### config.mk
export PLATFORM = sky130hd
export DESIGN_NAME = token_step_controller
export DESIGN_NICKNAME = d
export VERILOG_FILES = /design/src/rtl/token_step_controller.sv
export SDC_FILE = /design/constraint.sdc
export NUM_CORES = 1
export LEC_CHECK = 0
export CAP_MARGIN = 20
export CORE_MARGIN = 2
export CORE_UTILIZATION = 50
export CTS_BUF_LIST = sky130_fd_sc_hd__clkbuf_8
export CTS_CLUSTER_DIAMETER = 100
export DETAILED_ROUTE_END_ITERATION = 8
export GPL_TIMING_DRIVEN = 0
export PLACE_DENSITY_LB_ADDON = 0.25
export SLEW_MARGIN = 15
export SYNTH_ARGS = -nofsm -noshare
export SYNTH_HDL_FRONTEND = slang
export SYNTH_SLANG_ARGS = --single-unit
### constraint.sdc
create_clock -name clk -period 2.8 [get_ports clk]
set_input_delay 0.56 -clock clk [delete_from_list [all_inputs] [get_ports clk]]
set_output_delay 0.56 -clock clk [all_outputs]
set_load 0.02 [all_outputs]
### src/rtl/token_step_controller.sv
// token_step_controller
// Animates a dice-driven move for two board tokens. The active token hops one
// tile every STEP_FRAMES frame ticks until the rolled count is used up. The
// controller then pulses done and reports a win when the token sits on
// LAST_TILE.
// Optional feature macro: BOUNCE_BACK_EN. When it is defined, an overshoot
// past LAST_TILE reverses direction. When it is undefined, the token clamps
// on LAST_TILE and the move ends early.
module token_step_controller #(
    parameter int STEP_FRAMES = 15,  // frame ticks per hop, 1..255
    parameter int LAST_TILE   = 9    // goal tile, 1..15
) (
    input  logic       clk,
    input  logic       reset,
    input  logic       frame_tick,
    input  logic       start,
    input  logic       player_sel,
    input  logic [2:0] dice_val,
    output logic [3:0] tile_idx_p0,
    output logic [3:0] tile_idx_p1,
    output logic       busy,
    output logic       done,
    output logic       winner_valid,
    output logic       winner
);

    localparam logic [1:0] IDLE     = 2'd0;
    localparam logic [1:0] HOP_WAIT = 2'd1;
    localparam logic [1:0] STEP     = 2'd2;
    localparam logic [1:0] FINISH   = 2'd3;

    localparam logic [7:0] TICK_LAST = 8'(STEP_FRAMES - 1);
    localparam logic [3:0] GOAL      = 4'(LAST_TILE);

    logic [1:0] state;
    logic [7:0] tick_cnt;
    logic [2:0] remaining;
    logic       active;     // token being moved: 0 = P0, 1 = P1
    logic       dir_rev;    // 0 = forward, 1 = reverse (bounce-back only)

    logic       start_ok;
    logic [3:0] cur_tile;
    logic [3:0] step_tile;
    logic       step_rev;
    logic       step_stop;
    logic [2:0] step_remaining;

    // Only a legal roll that arrives in IDLE with no winner yet starts a move.
    assign start_ok = start && (dice_val != 3'd0) && (dice_val != 3'd7) && !winner_valid;
    assign cur_tile = active ? tile_idx_p1 : tile_idx_p0;

    assign busy = (state != IDLE);
    assign done = (state == FINISH);

    // Work out the tile, direction and hop count that the next STEP will produce.
    // NOTE: every output of this block gets a default first, so no path leaves a value unassigned and no latch is inferred.
    always_comb begin
        step_tile = cur_tile;
        step_rev  = dir_rev;
        step_stop = 1'b0;
        if (!dir_rev) begin
            if (cur_tile < GOAL) begin
                step_tile = cur_tile + 4'd1;
            end else begin
`ifdef BOUNCE_BACK_EN
                // Overshoot: turn around and use this hop walking back.
                step_rev  = 1'b1;
                step_tile = cur_tile - 4'd1;
`else
                // Overshoot: clamp on the goal and drop the rest of the roll.
                step_stop = 1'b1;
`endif
            end
        end else if (cur_tile != 4'd0) begin
            step_tile = cur_tile - 4'd1;
        end
        step_remaining = step_stop ? 3'd0 : (remaining - 3'd1);
    end

    // Move sequencing, tile registers and sticky win status.
    // NOTE: sequential state uses non-blocking assignments so every register samples pre-edge values, matching the hardware.
    always_ff @(posedge clk) begin
        if (reset) begin
            state        <= IDLE;
            tick_cnt     <= 8'd0;
            remaining    <= 3'd0;
            active       <= 1'b0;
            dir_rev      <= 1'b0;
            tile_idx_p0  <= 4'd0;
            tile_idx_p1  <= 4'd0;
            winner_valid <= 1'b0;
            winner       <= 1'b0;
        end else begin
            case (state)
                IDLE: begin
                    if (start_ok) begin
                        state     <= HOP_WAIT;
                        active    <= player_sel;
                        remaining <= dice_val;
                        tick_cnt  <= 8'd0;
                        dir_rev   <= 1'b0;
                    end
                end

                HOP_WAIT: begin
                    if (frame_tick) begin
                        if (tick_cnt == TICK_LAST) begin
                            state    <= STEP;
                            tick_cnt <= 8'd0;
                        end else begin
                            tick_cnt <= tick_cnt + 8'd1;
                        end
                    end
                end

                STEP: begin
                    if (active) begin
                        tile_idx_p1 <= step_tile;
                    end else begin
                        tile_idx_p0 <= step_tile;
                    end
                    dir_rev   <= step_rev;
                    remaining <= step_remaining;
                    if (step_remaining == 3'd0) begin
                        state <= FINISH;
                        // Set the win here so winner_valid rises together with done.
                        if (step_tile == GOAL) begin
                            winner_valid <= 1'b1;
                            winner       <= active;
                        end
                    end else begin
                        state <= HOP_WAIT;
                    end
                end

                FINISH: begin
                    state <= IDLE;
                end

                default: begin
                    state <= IDLE;
                end
            endcase
        end
    end

endmodule

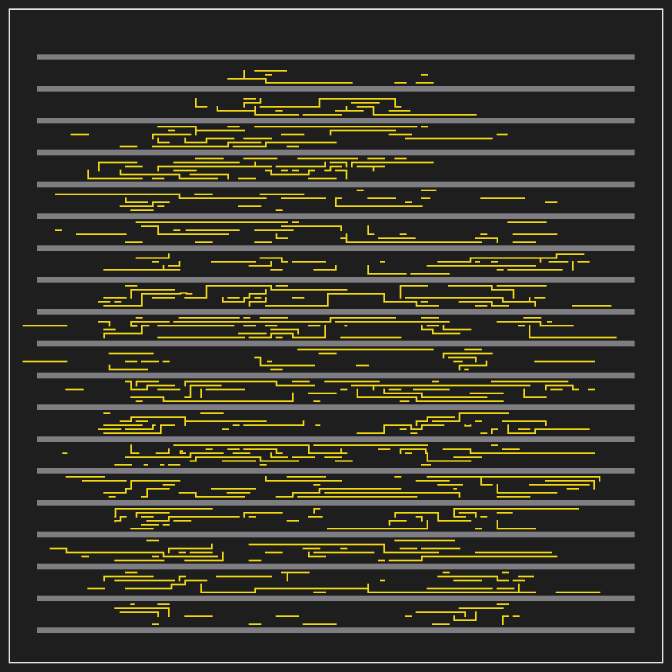
(M1 wires)
Supply wires on this layer in grey.
nets with wire on the layer: 178
longest straight run: 15.2 microns
share of all routed wire: 47%
main direction: horizontal
wire length on this layer: 1360 microns
GR Layer Usage met1: 0.2565
Vias: 1225

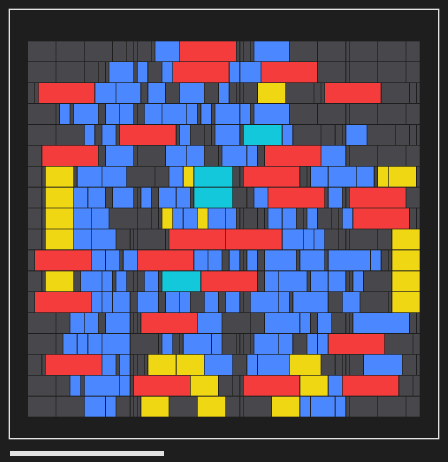
(placed cells, one colour a class)
Scale bar: 20 microns. Fill, decap, tap and diode cells in grey.
legend:
  blue:
    class: combinational and other logic
    cells: 130
  yellow:
    class: remaining buffers and delay cells
    cells: 23
  cyan:
    class: clock drivers and dummy loads
    cells: 4
  red:
    class: sequential cells
    cells: 24
Seq area share: 0.2993
post-route design area: 1605 sq um
row cnt: 18

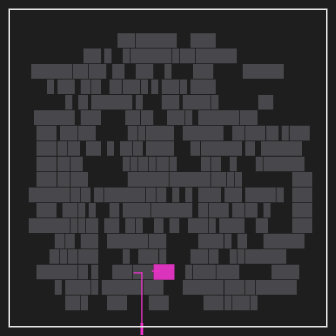
(port wiring)
legend:
  magenta:
    port: `player_sel`
    direction: input
    edge: bottom
    end_cells: 1
    buffers: 1
    wire: 11.8 microns
I/O pin cnt: 20
port bufs: 18

==> flow_summary.yaml <==
# physical design summary
cells_and_area:
  num-fill-cells: 212
  fin_util: 0.6421
  area_dominant_class: "combinational gates"
  ff_count: 24
  comb_area_sq_um: 788.3
  nonClkBufAreaFrac: 0.1286
  clkCellAreaFrac: 0.03429
  syn2layout_area_growth_pct: 20.13
  antenna_cells: 0
  nNetsFinal: 195
  layout-drive-gt1-share: 0.06077
  comb_share: 0.4910
  stdcell_count: 211
  nClkBuffers: 4
clock_network:
  cts_setup_buffers: 0
  cts_hold_buffers: 0
  htreeDepth: 1
  cts-root-buf: "clkbuf_8"
  cts_tree: "done"
  path_clk_slew_ns: 0.09
final_timing:
  post-route-min-period_ns: 2.591
  timing.final.max_slew_violations: 0
  worst_pin_slew_ns: 0.5701
  setup_viol: 0
  fin_ws_ns: 0.2089
  hold_viol: 0
  relSlewSlack: 0.6200
place:
  gp_congestion: 0.7743
  dp_slack_ns: -0.1108
  dp.cells: 208
logic_synthesis:
  async_reset_ff_frac: 0
  ys.flops: 24
  xor_area_frac: 0.07210
  synth_dominant_cell_count: "dfxtp_1"
  netlist.area_leader.share: 0.3596
  fa_ha_area_frac: 0.04682
  aoi_share: 0.1657
  ys_types: 39
  synthCells: 160
  yosys_area_sq_um: 1336
  ys_seq_frac: 0.3596
global_routing:
  grt.overflow.total: 0
  grt_use_total: 0.1981
  grtUsageMet2: 0.3435
power_and_ir_drop:
  top_power_group: "sequential cells"
  intPower_mw: 0.5143
  p_seq_mw: 0.359
  ir_drop_mv: 0.3159
  p_leak_nw: 0.5607
  power_mw: 0.6782
  clk-power_mw: 0.233
setup_path:
  r2r_cells: 9
  crit_path_end: "winner$_SDFFE_PP0P_"
  critPathLaunch: "active$_SDFFE_PP0P_"
  crit_required_ns: 2.95
  cp_slowest_stage_delay_ns: 0.56
  arrival_ns: 2.74
  r2r_slack_ns: 0.21
  crit_family: "simple AND/OR/NAND/NOR gates"
drt:
  routed_wl_microns: 2880
  viasPerCell: 5.806
  drtPass1Iterations: 4
floorplan:
  core_sq_um: 2500
  fp_util: 0.5345
  die_y_microns: 55.70
worst_hold_path:
  min_to: "remaining[1]$_SDFFE_PP0P_"
  min_path_cells: 2
flow_run:
  maxCapViolCount: 0
status:
  outcome: "complete, no violations"
